Run 1, sizing map:
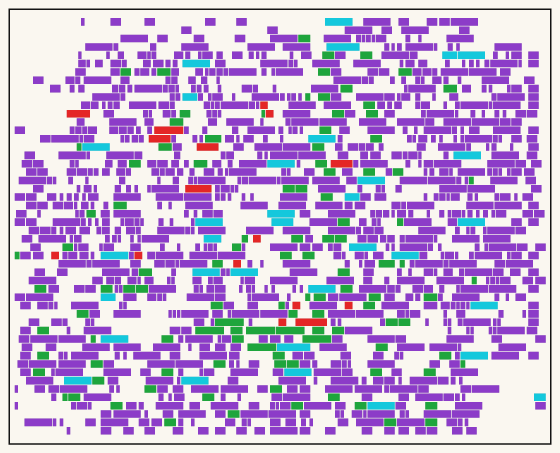
Run 1, nets reached from selected ports:
Scale bar: 50 um.
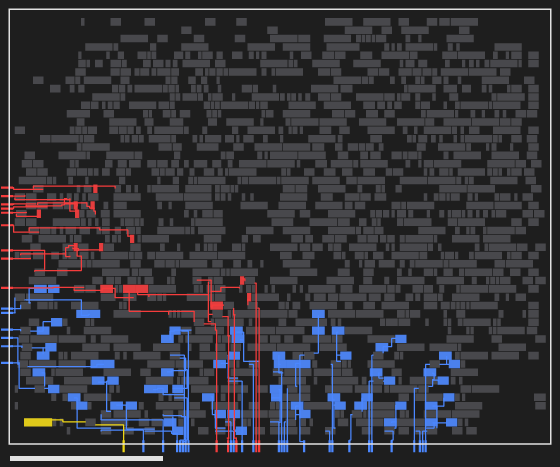
Run 1, placed standard cells:
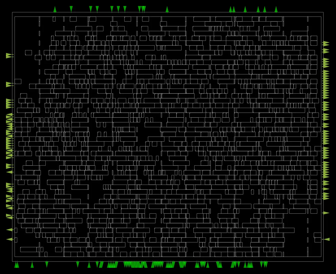
Run 1, routed metal, one color a layer:
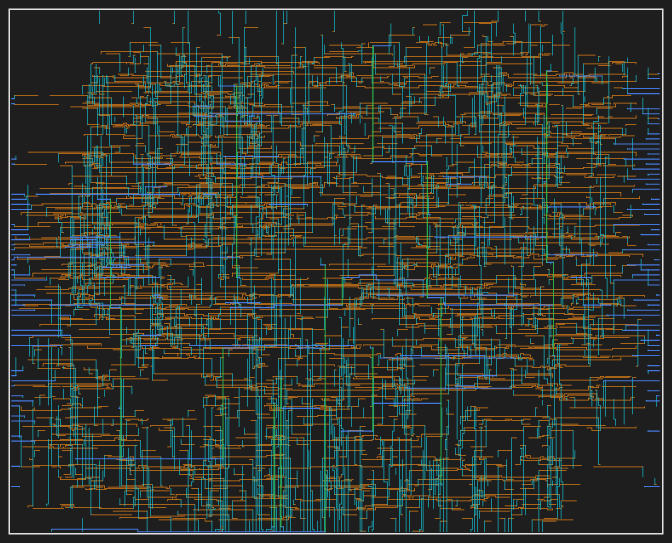
==> src/rtl/otter_pkg.sv <==
// Shared OTTER definitions: the NOP encoding, the default reset PC and the IF/DE
// pipeline register layout.
package otter_pkg;

   localparam logic [31:0] OTTER_NOP      = 32'h0000_0013;
   localparam logic [31:0] OTTER_RESET_PC = 32'h0000_0000;

   typedef struct packed {
      logic        valid;
      logic [31:0] pc;
      logic [31:0] pc4;
      logic [31:0] ir;
   } if_de_t;

   // Decode slot after a flush: no instruction, NOP in IR, PC fields kept as given.
   function automatic if_de_t if_de_flush(input if_de_t cur);
      if_de_t r;
      r       = cur;
      r.valid = 1'b0;
      r.ir    = OTTER_NOP;
      return r;
   endfunction

endpackage

==> src/rtl/otter_if_skid.sv <==
// One-entry skid buffer holding the response that arrived while decode was stalled.
// Priority is clear > load > drain.
module otter_if_skid
   import otter_pkg::*;
(
   input  logic        clk,
   input  logic        rst,
   input  logic        load,
   input  logic        drain,
   input  logic        clear,
   input  logic [31:0] load_pc,
   input  logic [31:0] load_ir,
   output logic        valid,
   output logic [31:0] pc,
   output logic [31:0] ir
);

   logic        valid_q, valid_d;
   logic [31:0] pc_q, pc_d;
   logic [31:0] ir_q, ir_d;

   always_comb begin
      valid_d = valid_q;
      pc_d    = pc_q;
      ir_d    = ir_q;
      if (clear) begin
         valid_d = 1'b0;
      end else if (load) begin
         valid_d = 1'b1;
         pc_d    = load_pc;
         ir_d    = load_ir;
      end else if (drain) begin
         valid_d = 1'b0;
      end
   end

   always_ff @(posedge clk or posedge rst) begin
      if (rst) begin
         valid_q <= 1'b0;
         pc_q    <= 32'h0;
         ir_q    <= OTTER_NOP;
      end else begin
         valid_q <= valid_d;
         pc_q    <= pc_d;
         ir_q    <= ir_d;
      end
   end

   assign valid = valid_q;
   assign pc    = pc_q;
   assign ir    = ir_q;

endmodule

==> src/rtl/otter_if_stage.sv <==
// OTTER instruction-fetch stage: fetch PC, memory port 1 requests, stall skid and
// IF/DE register. Optional perf counters are enabled with macro OTTER_IF_PERF_EN.
module otter_if_stage
   import otter_pkg::*;
#(
   parameter logic [31:0] RESET_PC = OTTER_RESET_PC,
   parameter int          ADDR_W   = 14
) (
   input  logic              CLK,
   input  logic              RESET,
   input  logic              STALL,
   input  logic              REDIRECT,
   input  logic [31:0]       REDIRECT_PC,
   output logic              MEM_RDEN1,
   output logic [ADDR_W-1:0] MEM_ADDR1,
   input  logic [31:0]       MEM_DOUT1,
   output logic              DE_VALID,
   output logic [31:0]       DE_PC,
   output logic [31:0]       DE_PC4,
   output logic [31:0]       DE_IR
`ifdef OTTER_IF_PERF_EN
   ,
   output logic [31:0]       PERF_FETCH,
   output logic [31:0]       PERF_BUBBLE
`endif
);

   logic [31:0] pc_q, pc_d;
   logic [31:0] rsp_pc_q, rsp_pc_d;
   logic        rsp_valid_q, rsp_valid_d;
   if_de_t      de_q, de_d;

   logic [31:0] fa;
   logic        req;
   logic        skid_load, skid_drain, skid_clear, skid_valid;
   logic [31:0] skid_pc, skid_ir;

   otter_if_skid u_skid (
      .clk     (CLK),
      .rst     (RESET),
      .load    (skid_load),
      .drain   (skid_drain),
      .clear   (skid_clear),
      .load_pc (rsp_pc_q),
      .load_ir (MEM_DOUT1),
      .valid   (skid_valid),
      .pc      (skid_pc),
      .ir      (skid_ir)
   );

   always_comb begin
      fa          = REDIRECT ? (REDIRECT_PC & 32'hFFFF_FFFC) : pc_q;
      req         = !RESET && (REDIRECT || !STALL);
      pc_d        = req ? fa + 32'd4 : pc_q;
      rsp_valid_d = req;
      rsp_pc_d    = req ? fa : rsp_pc_q;
      skid_load   = 1'b0;
      skid_drain  = 1'b0;
      skid_clear  = 1'b0;
      de_d        = de_q;
      if (REDIRECT) begin
         // Flush beats stall: the old response and any skid entry are dropped.
         de_d       = if_de_flush(de_q);
         skid_clear = 1'b1;
      end else if (STALL) begin
         skid_load = rsp_valid_q;
      end else if (skid_valid) begin
         de_d.valid = 1'b1;
         de_d.pc    = skid_pc;
         de_d.pc4   = skid_pc + 32'd4;
         de_d.ir    = skid_ir;
         skid_drain = 1'b1;
      end else begin
         de_d.valid = rsp_valid_q;
         de_d.pc    = rsp_pc_q;
         de_d.pc4   = rsp_pc_q + 32'd4;
         de_d.ir    = rsp_valid_q ? MEM_DOUT1 : OTTER_NOP;
      end
   end

   always_ff @(posedge CLK or posedge RESET) begin
      if (RESET) begin
         pc_q        <= RESET_PC;
         rsp_pc_q    <= 32'h0;
         rsp_valid_q <= 1'b0;
         de_q        <= '{valid: 1'b0, pc: 32'h0, pc4: 32'h0, ir: OTTER_NOP};
      end else begin
         pc_q        <= pc_d;
         rsp_pc_q    <= rsp_pc_d;
         rsp_valid_q <= rsp_valid_d;
         de_q        <= de_d;
      end
   end

   assign MEM_RDEN1 = req;
   assign MEM_ADDR1 = fa[ADDR_W+1:2];
   assign DE_VALID  = de_q.valid;
   assign DE_PC     = de_q.pc;
   assign DE_PC4    = de_q.pc4;
   assign DE_IR     = de_q.ir;

`ifdef OTTER_IF_PERF_EN
   logic [31:0] perf_fetch_q, perf_fetch_d;
   logic [31:0] perf_bubble_q, perf_bubble_d;

   always_comb begin
      perf_fetch_d  = perf_fetch_q + {31'h0, req};
      perf_bubble_d = perf_bubble_q + {31'h0, (!de_d.valid && !STALL)};
   end

   always_ff @(posedge CLK or posedge RESET) begin
      if (RESET) begin
         perf_fetch_q  <= 32'h0;
         perf_bubble_q <= 32'h0;
      end else begin
         perf_fetch_q  <= perf_fetch_d;
         perf_bubble_q <= perf_bubble_d;
      end
   end

   assign PERF_FETCH  = perf_fetch_q;
   assign PERF_BUBBLE = perf_bubble_q;
`else
   // Without perf counters the fetch path is unchanged.
`endif

endmodule

==> config.mk <==
export PLATFORM = sky130hd
export DESIGN_NAME = otter_if_stage
export DESIGN_NICKNAME = d
export VERILOG_FILES = /design/src/rtl/otter_pkg.sv /design/src/rtl/otter_if_skid.sv /design/src/rtl/otter_if_stage.sv
export SDC_FILE = /design/constraint.sdc
export NUM_CORES = 1
export LEC_CHECK = 0
export CORE_ASPECT_RATIO = 0.8
export CORE_UTILIZATION = 45
export CTS_CLUSTER_DIAMETER = 80
export DETAILED_ROUTE_END_ITERATION = 6
export PLACE_DENSITY = 0.65
export SLEW_MARGIN = 20
export SYNTH_ARGS = -nofsm -noshare
export SYNTH_HDL_FRONTEND = slang
export SYNTH_SLANG_ARGS = --single-unit
==> constraint.sdc <==
create_clock -name CLK -period 11.8 [get_ports CLK]
set_input_delay 1.77 -clock CLK [delete_from_list [all_inputs] [get_ports CLK]]
set_output_delay 1.77 -clock CLK [all_outputs]
set_load 0.1 [all_outputs]
==> out/qor.yml, run 1 <==
synthFlopType: "dfrtp_1"
power.share.clock_pct: 28.8
synth-edff-count: 0
clk_path_buf_depth: 3
final.setup_skew_ns: 0.01326
cts_buffers: 24
period_used_pct: 55.76
powerSeq_mw: 0.991
rr_worst_depth: 9
ys_ff: 217
totalNegativeSetupSlack_ns: 0
vias: 8059
status: "finished, final reports clean"
synthAoiAreaFrac_pct: 10.98
cts_resized: 0
ys_types: 64
cp-end-kind: "output port"
cp_max_fo: 93
worstSkewPairLatency_ns: 0.52
syn_area_per_cell_sq_um: 10.35
worstSetupStartpoint: "REDIRECT"
drive_gt1_share_pct: 13.18
total_power_mw: 2.593
ys_sh_mux_pct: 14.86
drc: 0
cts_sinks: 217
critPathLaunchType: "input pin"
grt_pass1_wl_um: 42420
hold_depth: 2
drv_cap: 0
reg2reg_from: "u_skid.valid"
required_ns: 10.03
yosys_area_sq_um: 10900
drt-pass1-iter-count: 5
cts_tree: "done"
hold_viol: 0
worst_path_largest_cell_delay_ns: 1.13
lay_top_cells: "210 x dfrtp_1, 172 x clkdlybuf4s50_1, 165 x nand2_1"
fp_util_pct: 46.23
slew_violations: 0
p_seq_share_pct: 38.2
max_freq_mhz: 152.0
p_clk_mw: 0.748
yosysWarningCount: 0
min_to: "DE_PC4[19]"
async_flop_share_pct: 100.0
placed_cell_area_sq_um: 12700
rsz0062_at_grt: "false"
coreArea_sq_um: 23590
die_area_sq_um: 24860
fp-row-count: 50
syn_area_sq_um: 10900
ys_cells: 1054
antenna_found_initial: 1
power_switching_mw: 1.021
timing.hold.ws_ns: 0.4751
relSlewSlack_pct: 31.24
dpl_worst_slack_ns: 5.199
grt_pass1_vias: 7682
hold_path.class: "register to register"
pwr-share-comb_pct: 32.9
ant_nets: 0
swShare_pct: 39.39
pin_count: 180
cts_hold_buffers: 0
comb_power_mw: 0.854
crit_top_cell: "nand2_1"
pwr_density_cell_nw_per_um2: 192.2
wire_per_inst_um: 16.93
min_period_ns: 6.580
synth_seq_share_pct: 49.87
worst_pin_slew_ns: 1.028
xor_area_share_pct: 4.257
dp_cells: 1474
synthCells: 1054
die_w_um: 176.0
final-setup-viol-count: 0
synthAdderAreaFrac_pct: 0.2295
warning_count: 37
r2r_setup_slack_ns: 8.16
wl_um: 25720
power_leakage_nw: 5.647
vias_per_cell: 5.305
gp_congestion: 0.8124
arrival_ns: 4.81
intPower_mw: 1.572
yosys.area_share.simple_pct: 15.12
endpoint: "MEM_RDEN1"
grt_usage_pct: 21.29
reg2reg_to: "DE_PC4[28]"
overflow: 0
Back to the opening pictures, 'sizing map':
_2 cells: shown in green, cells 110. _6 and larger: shown in cyan, cells 33. _0 and _1 cells: shown in purple, cells 1047. _3 and _4 cells: shown in red, cells 16.
non-clock buffer count: 183
finished layout cell area: 13490 sq um
Area growth syn-to-layout: 23.73%
fin worst setup slack: 5.220 ns

Back to the opening pictures, 'nets reached from selected ports':
MEM_DOUT1: shown in blue, bits 32, direction input, edge 26 south, 6 west, end cells 64, buffers 32, wire 915 um. MEM_ADDR1: shown in red, bits 14, direction output, edge 9 west, 5 south, end cells 14, buffers 14, wire 659 um. DE_VALID: shown in yellow, bits 1, direction output, edge south, end cells 1, buffers 1, wire 26.5 um.

Back to the opening pictures, 'placed standard cells':
Non-Filler Instances: 1519
Tap Count: 312
fin util: 57.20%

Back to the opening pictures, 'routed metal, one color a layer':
metal 3: shown in blue, wire length 1440 um. metal 1: shown in orange, wire length 13500 um. metal 4: shown in green, wire length 522 um. metal 2: shown in cyan, wire length 10200 um.

==> run 1: state kept, by name, indices dropped and copies added, names as in the netlist <==
register,count
rsp_pc_q,30
u_skid.pc,30
DE_PC,30
DE_PC4,30
u_skid.valid,1
DE_VALID,1
rsp_valid_q,1
u_skid.ir,32
DE_IR,32
pc_q,30
==> run 1: Yosys cell counts, types with 4 or more instances <==
cell | n | area share, %
dfstp_2 | 6 | 1.4
a21oi_1 | 53 | 2.4
xor2_1 | 27 | 2.2
o21ai_0 | 102 | 4.7
clkbuf_1 | 30 | 1.0
xnor2_1 | 26 | 2.1
dfrtp_1 | 211 | 48
and2_1 | 6 | 0.34
o21ai_1 | 6 | 0.28
nor3_1 | 13 | 0.60
buf_2 | 18 | 0.83
a22oi_1 | 5 | 0.34
nand2_1 | 166 | 5.7
nand4_1 | 9 | 0.52
nand3_1 | 32 | 1.5
buf_6 | 5 | 0.52
buf_4 | 24 | 1.7
mux2i_1 | 82 | 7.5
nor2b_1 | 9 | 0.52
nand3_2 | 4 | 0.37
inv_1 | 17 | 0.59
mux2_2 | 71 | 7.3
o211ai_1 | 8 | 0.55
nor2_1 | 42 | 1.4
nand3b_1 | 19 | 1.3
o22a_1 | 4 | 0.32
==> run 1: metal layers <==
metal	GRT usage, %	share of wire, %
met1	34.58	53
met5	0	0
met2	29.20	40
met3	3.047	5.6
met4	5.080	2.0
==> run 1: area by class of cell <==
cell class	count	area, sq um
Clock inverter	12	121.4
Timing Repair Buffer	183	1814
Fill cell	2105	10090
Inverter	17	71.32
Sequential cell	217	5441
Tap cell	312	390.4
Antenna cell	1	2.502
Clock buffer	32	670.6
Multi-Input combinational cell	745	4980
==> run 1: worst max-delay path: cells and delay by family <==
kind / cells / cell delay (ns)
buffers and inverters: 5 / 2.51
and+or+nand+nor: 2 / 0.50
==> run 2, diff against run 1 <==
- clock period: 11.8 -> 6.65 ns (I/O delays scaled with it)
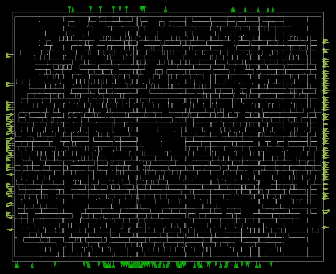
Run 2: placed standard cells
Rows: 50
core area: 23590 sq um
fin util: 57.50%
fillcell total: 2103

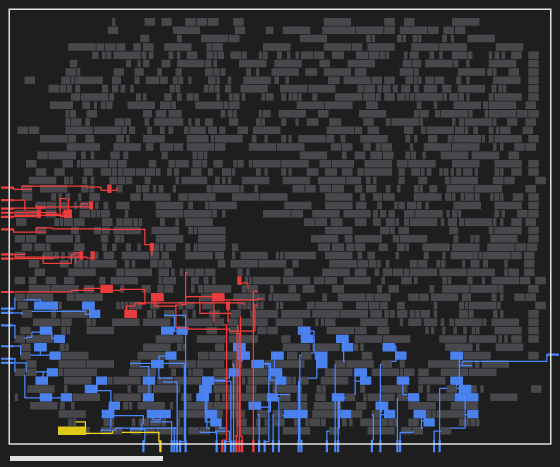
Run 2: nets reached from selected ports
Scale bar: 50 um.
MEM_DOUT1: shown in blue, bits 32, direction input, edge 25 south, 6 west, 1 east, end cells 64, buffers 32, wire 912 um. DE_VALID: shown in yellow, bits 1, direction output, edge south, end cells 1, buffers 1, wire 30.3 um. MEM_ADDR1: shown in red, bits 14, direction output, edge 9 west, 5 south, end cells 14, buffers 14, wire 705 um.

==> run 2 against run 1 <==
  * Critical path depth did not move
  * Via count fell by 0.47%
  * Clock-buffer cell count rose by 1
  * First-iteration DRC count fell by 6.6%
  * Critical path type unchanged
  * Clock skew rose by 0.0022 ns
  * Flip-flop count did not move
  * Global-route usage fell by 0.41 points
  * Combinational power rose by 77%
  * Synthesized cell count did not move
  * Cell count did not move
  * Non-clock buffer count rose by 1
==> out/qor.yml, run 2 <==
status: "finished, final reports clean"
path_cells: "buf_2 -> buf_4 -> inv_1 -> nand2_1 -> nand2_1 -> inv_2 -> buf_4"
synth_seq_share_pct: 49.87
cts_sinks: 217
syn_area_per_cell_sq_um: 10.35
hold_path.class: "register to register"
cts_max_level: 1
antenna_found_initial: 0
ys_cells: 1054
top_cells_by_area: "dfrtp_1 48%, mux2i_1 7.5%, mux2_2 7.3%"
rsz0062_at_grt: "false"
ys_sh_mux_pct: 14.86
synthAoiAreaFrac_pct: 10.98
final-setup-viol-count: 0
drive_gt1_share_pct: 13.34
drt-initial-drc-count: 499
final_nets: 1259
post_cts_buffers: 0
critPathLaunchType: "input pin"
async_flop_share_pct: 100.0
path_buffers: 5
yosys_area_sq_um: 10900
grt_pass1_vias: 7520
xor_area_share_pct: 4.257
relSlewSlack_pct: 31.31
synth_top_cell_by_area: "dfrtp_1"
warning_count: 30
cts_buffers: 24
ys_ff: 217
grt_pass1_wl_um: 41360
intPower_mw: 2.890
critPathTopFamily: "buffers and inverters"
power_switching_mw: 1.808
critical_path_class: "input pin to output port"
peakVddDrop_mv: 0.1745
pin_count: 180
min_period_ns: 4.449
path_clk_slew_ns: 0.06
synth.top_cell.area_share_pct: 48.42
cts_tree: "done"
pwr-share-comb_pct: 32.2
p_seq_share_pct: 37.5
die_w_um: 176.0
totalNegativeSetupSlack_ns: 0
dp_hpwl_um: 17740
overflow: 0
ys_types: 64
cp-end-kind: "output port"
finalWorstSetupSlack_ns: 2.201
syn_to_final_growth_pct: 24.37
logic_family: "simple AND/OR/NAND/NOR gates"
swShare_pct: 38.48
power_leakage_nw: 5.667
grt_max_degree: 144
yosysWarningCount: 0
yosys.area_share.simple_pct: 15.12
final.setup_skew_ns: 0.01543
die_area_sq_um: 24860
top_cell: "dfrtp_1"
clk_path_buf_depth: 3
gp_congestion: 0.8083
layout_top_cell: "dfrtp_1"
synthFlopType: "dfrtp_1"
stdcell_count: 1519
max_freq_mhz: 224.8
timing.hold.ws_ns: 0.4760
drt-pass1-iter-count: 5
cts_hold_buffers: 0
power.share.clock_pct: 30.3
synthAdderAreaFrac_pct: 0.2295
dp_cells: 1475
drv_cap: 0
drc: 0
required_ns: 5.65
grt_usage_pct: 20.88
arrival_ns: 3.45
worst_pin_slew_ns: 1.027
vias: 8021
crit_slowest_cell: "buf_2"
ant_nets: 0
diodes: 0
pwr_density_cell_nw_per_um2: 346.4
lay_top_cells: "210 x dfrtp_1, 171 x clkdlybuf4s50_1, 165 x nand2_1"
slew_violations: 0
period_used_pct: 66.90
synthCells: 1054
synth-edff-count: 0
cp_max_fo: 54
dpl_worst_slack_ns: 2.211
wl_um: 25600
cts-root-buf: "clkbuf_16"
hold_viol: 0
synth.top_cells.by_count: "211 x dfrtp_1, 166 x nand2_1, 102 x o21ai_0, 82 x mux2i_1, 71 x mux2_2"
cts_resized: 0
worstSkewPairLatency_ns: 0.51
worst_path_largest_cell_delay_ns: 0.76
fp_util_pct: 46.23
wire_per_inst_um: 16.86
syn_area_sq_um: 10900
vias_per_cell: 5.280
-- run 2: routing by layer --
metal  vias up  share of wire, %  track usage [%]
met1      3833                54            34.69
li1       3956                 -                -
met2       201                40            27.95
met3        31               4.5            2.616
met4         0               2.1            5.080
met5         -                 0                0
-- run 2: through the flow --
stage | power, mW | instance area (sq um)
6_report | 4.698 | 13560
5_1_grt | 4.898 | 13560
4_1_cts | 4.729 | 13560
3_5_place_dp | 3.299 | 12700
3_3_place_gp | 3.269 | 12700
2_1_floorplan | 2.917 | 10920
-- run 2: worst paths after layout --
path | endpoint | from | slack [ns] | cells after the start
worst min register to register | DE_IR[20] | DE_IR[20] | 0.48 | 2
max in group asynchronous | u_skid.valid | RESET | 4.26 | 4
min in group asynchronous | DE_IR[6] | RESET | 1.06 | 3
worst max-delay path | MEM_RDEN1 | REDIRECT | 2.20 | 7
worst max register to register | DE_PC4[28] | u_skid.valid | 3.07 | 9
worst min-delay path | DE_IR[20] | DE_IR[20] | 0.48 | 2
-- run 2: final cells by class --
class / count / area (sq um)
sequential: 217 / 5441
clock inverter: 11 / 163.9
timing repair buffer: 184 / 1823
clock buffer: 33 / 695.7
multi-input combinational: 745 / 4980
tap: 312 / 390.4
fill: 2103 / 10020
inverter: 17 / 67.56
-- run 2: worst min-delay path: stages, from the launching register on --
cell and delay, ns:
dfrtp_1 0.34, nand2_1 0.05, o21ai_0 0.06
-- run 2: power groups by stage --
stage          combinational (mW)  sequential, mW  clock (mW)
2_1_floorplan               0.584            2.33           0
3_3_place_gp                 1.50            1.77           0
3_5_place_dp                 1.52            1.78           0
4_1_cts                      1.52            1.76        1.45
5_1_grt                      1.60            1.80        1.50
6_report                     1.51            1.76        1.42
Power and IR drop assume default switching activity.
